[src/rtl/ex_mem_pipe_stage.sv]
// ex_mem_pipe_stage
//   Elastic EX/MEM pipeline stage. It carries the branch target, ALU result,
//   store data, zero flag, destination register and MEM/WB control bits from
//   EX to MEM behind a valid/ready handshake. A 2-entry skid buffer (output
//   register + skid register) lets EX keep issuing under MEM back-pressure
//   without losing or duplicating instructions.
//
//   Optional feature: define EX_MEM_PERF_EN to build the stall/bubble
//   performance counters. Without it, stall_cnt/bubble_cnt read 0 and
//   perf_clr is ignored.
//
// Ports
//   clk, reset          clock (rising edge), asynchronous active-high reset
//   flush               synchronous squash of every held entry and the input
//   in_valid/in_ready   EX-side handshake (in_ready = no skid entry held)
//   pc_tgt_in..ctrl_in  EX payload
//   out_valid/out_ready MEM-side handshake
//   pc_tgt_out..ctrl_out registered payload; ctrl_out is 0 when out_valid=0
//   occupancy           entries held (0, 1 or 2)
//   perf_clr            clear both performance counters
//   stall_cnt           cycles with out_valid & !out_ready (saturating)
//   bubble_cnt          cycles with out_valid = 0 (saturating)

module ex_mem_pipe_stage #(
  parameter int DATA_W = 32,
  parameter int REG_W  = 5,
  parameter int CTRL_W = 5,
  parameter int CNT_W  = 16
) (
  input  logic              clk,
  input  logic              reset,
  input  logic              flush,
  input  logic              in_valid,
  output logic              in_ready,
  input  logic [DATA_W-1:0] pc_tgt_in,
  input  logic [DATA_W-1:0] result_in,
  input  logic [DATA_W-1:0] b_in,
  input  logic              zero_in,
  input  logic [REG_W-1:0]  rd_in,
  input  logic [CTRL_W-1:0] ctrl_in,
  output logic              out_valid,
  input  logic              out_ready,
  output logic [DATA_W-1:0] pc_tgt_out,
  output logic [DATA_W-1:0] result_out,
  output logic [DATA_W-1:0] b_out,
  output logic              zero_out,
  output logic [REG_W-1:0]  rd_out,
  output logic [CTRL_W-1:0] ctrl_out,
  output logic [1:0]        occupancy,
  input  logic              perf_clr,
  output logic [CNT_W-1:0]  stall_cnt,
  output logic [CNT_W-1:0]  bubble_cnt
);

  // Payload is packed into one vector; ctrl sits in the low bits so the
  // flush path can clear just that slice.
  localparam int PAY_W = 3 * DATA_W + 1 + REG_W + CTRL_W;

  typedef enum logic [1:0] {
    EMPTY = 2'd0,
    ONE   = 2'd1,
    FULL  = 2'd2
  } state_t;

  state_t state_reg, state_next;

  logic [PAY_W-1:0] in_pay;
  logic [PAY_W-1:0] out_pay_reg;
  logic [PAY_W-1:0] skid_pay_reg;

  logic accept, drain;
  logic load_out_in, load_out_skid, load_skid, clr_ctrl;
  logic skid_valid;

  assign in_pay = {pc_tgt_in, result_in, b_in, zero_in, rd_in, ctrl_in};

  // Handshake flags depend on registered state only, so in_ready has no
  // combinational path from out_ready.
  assign out_valid  = (state_reg != EMPTY);
  assign skid_valid = (state_reg == FULL);
  assign in_ready   = ~skid_valid;
  assign occupancy  = state_reg;

  assign accept = in_valid & in_ready;
  assign drain  = out_valid & out_ready;

  // State register
  always_ff @(posedge clk or posedge reset) begin
    if (reset) begin
      state_reg <= EMPTY;
    end else begin
      state_reg <= state_next;
    end
  end

  // Next-state logic; flush wins over any simultaneous accept/drain
  always_comb begin
    state_next = state_reg;
    if (flush) begin
      state_next = EMPTY;
    end else begin
      case (state_reg)
        EMPTY: if (accept) state_next = ONE;
        ONE: begin
          if (accept && !drain) begin
            state_next = FULL;
          end else if (!accept && drain) begin
            state_next = EMPTY;
          end
        end
        FULL:    if (drain) state_next = ONE;
        default: state_next = EMPTY;
      endcase
    end
  end

  // Datapath strobes
  always_comb begin
    load_out_in   = 1'b0;
    load_out_skid = 1'b0;
    load_skid     = 1'b0;
    clr_ctrl      = 1'b0;
    if (flush) begin
      clr_ctrl = 1'b1;
    end else begin
      case (state_reg)
        EMPTY: load_out_in = accept;
        ONE: begin
          load_out_in = accept & drain;
          load_skid   = accept & ~drain;
        end
        FULL:    load_out_skid = drain;
        default: ;
      endcase
    end
  end

  // Payload registers. The skid entry only ever moves into the output
  // register, never past it, which keeps the stage strictly FIFO.
  always_ff @(posedge clk or posedge reset) begin
    if (reset) begin
      out_pay_reg  <= '0;
      skid_pay_reg <= '0;
    end else if (clr_ctrl) begin
      out_pay_reg[CTRL_W-1:0]  <= '0;
      skid_pay_reg[CTRL_W-1:0] <= '0;
    end else begin
      if (load_out_in) begin
        out_pay_reg <= in_pay;
      end else if (load_out_skid) begin
        out_pay_reg <= skid_pay_reg;
      end
      if (load_skid) begin
        skid_pay_reg <= in_pay;
      end
    end
  end

  assign {pc_tgt_out, result_out, b_out, zero_out, rd_out} = out_pay_reg[PAY_W-1:CTRL_W];

  // Bubble squash: downstream never sees control bits without a valid entry
  assign ctrl_out = out_valid ? out_pay_reg[CTRL_W-1:0] : '0;

`ifdef EX_MEM_PERF_EN
  // Bit 0 -> stall counter, bit 1 -> bubble counter
  logic [1:0] perf_inc;
  assign perf_inc = {~out_valid, out_valid & ~out_ready};

  generate
    for (genvar gi = 0; gi < 2; gi++) begin : g_perf
      logic [CNT_W-1:0] cnt_reg;
      always_ff @(posedge clk or posedge reset) begin
        if (reset) begin
          cnt_reg <= '0;
        end else if (perf_clr) begin
          cnt_reg <= '0;
        end else if (perf_inc[gi] && (cnt_reg != {CNT_W{1'b1}})) begin
          cnt_reg <= cnt_reg + 1'b1;
        end
      end
    end
  endgenerate

  assign stall_cnt  = g_perf[0].cnt_reg;
  assign bubble_cnt = g_perf[1].cnt_reg;
`else
  logic unused_perf_clr;
  assign unused_perf_clr = perf_clr;
  assign stall_cnt       = '0;
  assign bubble_cnt      = '0;
`endif

endmodule

[config.mk]
export PLATFORM = sky130hd
export DESIGN_NAME = ex_mem_pipe_stage
export DESIGN_NICKNAME = d
export VERILOG_FILES = /design/src/rtl/ex_mem_pipe_stage.sv
export SDC_FILE = /design/constraint.sdc
export NUM_CORES = 1
export LEC_CHECK = 0
export CORE_MARGIN = 1
export CORE_UTILIZATION = 45
export DETAILED_ROUTE_END_ITERATION = 10
export PLACE_DENSITY = 0.82
export SLEW_MARGIN = 20
export SYNTH_ARGS = -nofsm -noshare
export SYNTH_HDL_FRONTEND = slang
export SYNTH_SLANG_ARGS = --single-unit
[constraint.sdc]
create_clock -name clk -period 13.3 [get_ports clk]
set_input_delay 3.325 -clock clk [delete_from_list [all_inputs] [get_ports clk]]
set_output_delay 3.325 -clock clk [all_outputs]
set_load 0.01 [all_outputs]
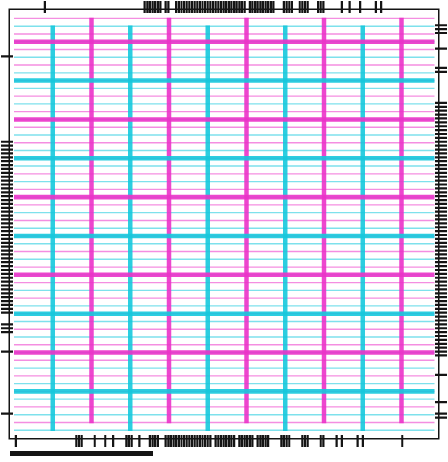
**Above:** run 1 (PDN straps and rails).
Scale bar: 50 um. Pins as bars on the die edge.
legend:
  VDD:
    color: magenta
  VSS:
    color: cyan
met5 straps: 10
rows: 53
met1 rails: 54
met4 straps: 10
Max IR drop VDD: 0.0000898 V
overall die width: 150 um
Die H: 150 um
Core ar.: 21200 um^2

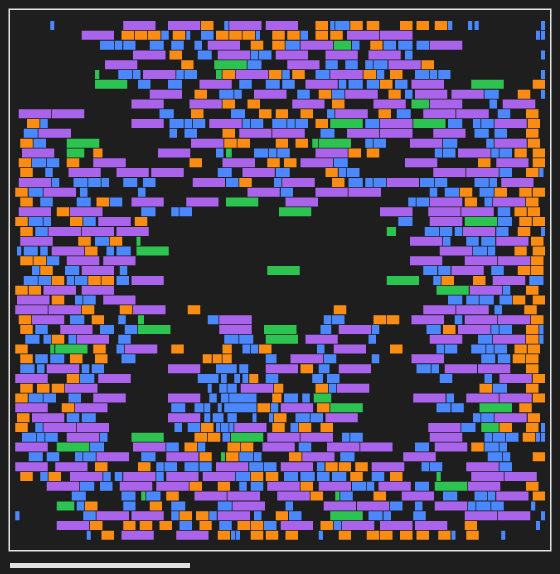
**Above:** run 1 (cell classes on the final placement).
Scale bar: 50 um.
legend:
  sequential cells:
    color: purple
    cells: 216
    share_of_their_area: 46%
  clock drivers and dummy loads:
    color: green
    cells: 43
    share_of_their_area: 6.5%
  combinational and other logic:
    color: blue
    cells: 384
    share_of_their_area: 28%
  remaining buffers and delay cells:
    color: orange
    cells: 230
    share_of_their_area: 19%
Finished Core Util: 57.0%
FP Rows: 53

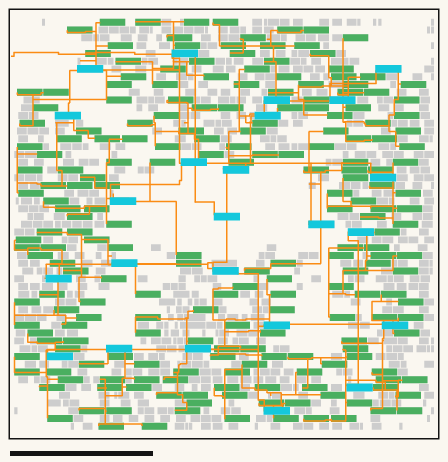
**Above:** run 1 (clock distribution).
Scale bar: 50 um.
legend:
  clock drivers:
    color: cyan
    count: 24
  clock wires:
    color: orange
    length: 2870 um
  flip-flops:
    color: green
    count: 216
routed clock nets: 25
final clock skew: 9.52 ps
Worst-Skew Late Latency: 500 ps
Clock net power: 0.638 mW
power share of the clock group: 33.9%

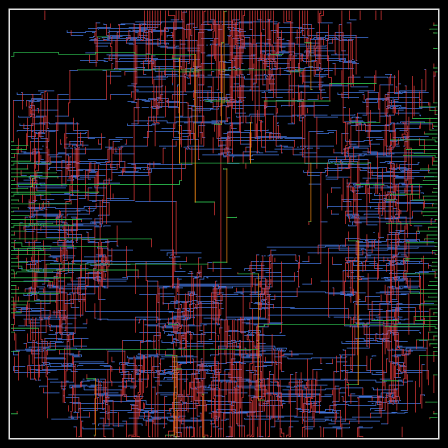
**Above:** run 1 (routed metal, one color a layer).
legend:
  metal 2:
    color: red
    wire_length: 9950 um
  metal 1:
    color: blue
    wire_length: 8940 um
  metal 3:
    color: green
    wire_length: 1500 um
  metal 4:
    color: orange
    wire_length: 420 um
Via Count: 6100
GRT Util Overall: 18.5%
per-cell routed wire length: 18.1 um

==> results.sh, run 1 <==
# source this file to load flow results
export IMPL_dpl_hpwl_um=12700
export IMPL_drive_above_1_share_pct=14.8
export IMPL_crit_start="flush"
export IMPL_io_buffers=222
export IMPL_grt_overflow=0
export IMPL_cts_resized=0
export IMPL_p_comb_share_pct=19.6
export IMPL_ys_seq_share_pct=55.0
export IMPL_xor_area_share_pct=0
export IMPL_warnings=31
export IMPL_hold_class="register to register"
export IMPL_power_total_mw=1.88
export IMPL_yosysTopAreaCellShare_pct=55.0
export IMPL_simple_gate_share_pct=7.98
export IMPL_r2r_end="out_pay_reg[3]"
export IMPL_status="completed"
export IMPL_cp_top_family="buffers and inverters"
export IMPL_cts_tree="done"
export IMPL_whs_ps=476
export IMPL_area_growth_pct=23.0
export IMPL_synth_area_um2=9830
export IMPL_cp_depth=5
export IMPL_grt_pass1_wl_um=33000
export IMPL_dr_pass1_iters=4
export IMPL_holdPathStages=1
export IMPL_place_inst=1105
export IMPL_drcViolationCount=0
export IMPL_fin_crit_ps=5500
export IMPL_synth_edff_count=0
export IMPL_grt_antenna_before_repair=1
export IMPL_top_cells_by_count="216 x dfrtp_1, 136 x buf_4, 105 x a221o_1"
run 1: through the flow:
stage / worst slack [ps] / cell area (um^2)
floorplan: 4070 / 9950
global placement: 7200 / 11300
detailed placement: 7230 / 11300
CTS: 7770 / 12100
global route: 7630 / 12100
finish: 7800 / 12100
run 1: layer usage:
layer  vias up  part of all wire [%]  track usage, %
met5         -                     0               0
met4         0                   2.0            4.95
met3        35                   7.2            4.97
met2       211                    48            31.3
met1      3099                    43            23.2
li1       2755                     -               -
run 1: area by class of cell:
type / count / share of cell area [%]
Tap cell: 275 / 2.85
Timing Repair Buffer: 230 / 18.9
Clock buffer: 38 / 6.07
Multi-Input combinational cell: 381 / 27.1
Clock inverter: 5 / 0.228
Inverter: 3 / 0.155
Sequential cell: 216 / 44.7
**Run 1: routing congestion**

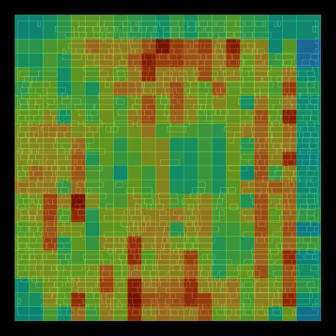

==> inputs of run 2 (changes only) <==
Settings changed: CORE_UTILIZATION 45 to 44, PLACE_DENSITY 0.82 to 0.83.
Clock period 13.3 ns to 4.55 ns, I/O delays scaled along.
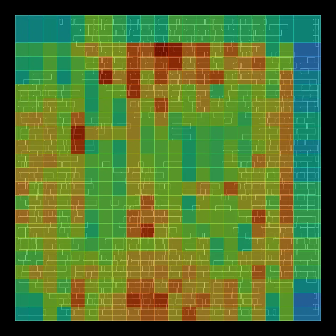
**Above:** run 2 (routing congestion).
M2 GR Usage: 30.3%
GRT Util Overall: 18.1%
layer with the highest usage: met2

==> run 2 against run 1 <==
  * Critical path type is now register to output port
  * Clock skew shrank 4.8 ps
  * Critical endpoint is now ctrl_out[3]
  * Combinational power grew to 2.9 times the previous value
  * First-iteration DRC count shrank 11%
  * Largest cell class unchanged
  * Global-route usage shrank 0.40 points
  * Cell area grew 0.70%
==> results.sh, run 2 <==
# source this file to load flow results
export IMPL_grt_pass1_wl_um=32800
export IMPL_skew_ps=4.74
export IMPL_drcViolationCount=0
export IMPL_power_total_mw=5.55
export IMPL_place_inst=1114
export IMPL_routedWlPerCell_um=18.3
export IMPL_crit_start="occupancy[0]"
export IMPL_post_place_ws_ps=1140
export IMPL_area_growth_pct=23.8
export IMPL_die_w_um=152
export IMPL_rows=54
export IMPL_pwr_share_clk_pct=34.5
export IMPL_grt_overflow=0
export IMPL_whs_ps=475
export IMPL_holdPathStages=1
export IMPL_cp_depth=3
export IMPL_warnings=27
export IMPL_setup_slack_ps=1280
export IMPL_fin_crit_ps=3270
export IMPL_grt_antenna_before_repair=1
export IMPL_cts_tree="done"
export IMPL_dpl_hpwl_um=13400
export IMPL_yosysTopAreaCellShare_pct=55.0
export IMPL_cts_resized=0
export IMPL_status="completed"
run 2: area by class of cell:
cell class,count,area (um^2),share of cell area [%]
Clock buffer,32,712,5.85
Clock inverter,10,77.6,0.637
Inverter,3,15.0,0.123
Multi-Input combinational cell,381,3280,26.9
Sequential cell,216,5410,44.4
Tap cell,280,350,2.88
Timing Repair Buffer,234,2340,19.2
run 2: metal layers:
metal  vias to the layer above  wire (um)  part of all wire, %
li1                       2759          -                    -
met5                         -          0                    0
met3                        27       1650                  7.8
met2                       204      10300                   49
met4                         0        387                  1.8
met1                      3089       8840                   42
run 2: cell families after synthesis:
kind of cell | count (synthesis) | synth area share (%)
AND-OR/OR-AND | 119 | 11.8
other | 1 | 0.0381
buffers and inverters | 182 | 13.2
flip-flops | 216 | 55.0
AND/OR/NAND/NOR | 125 | 7.98
multiplexers | 105 | 12.0
No activity file was given, so power comes from the tool's default toggle rates.
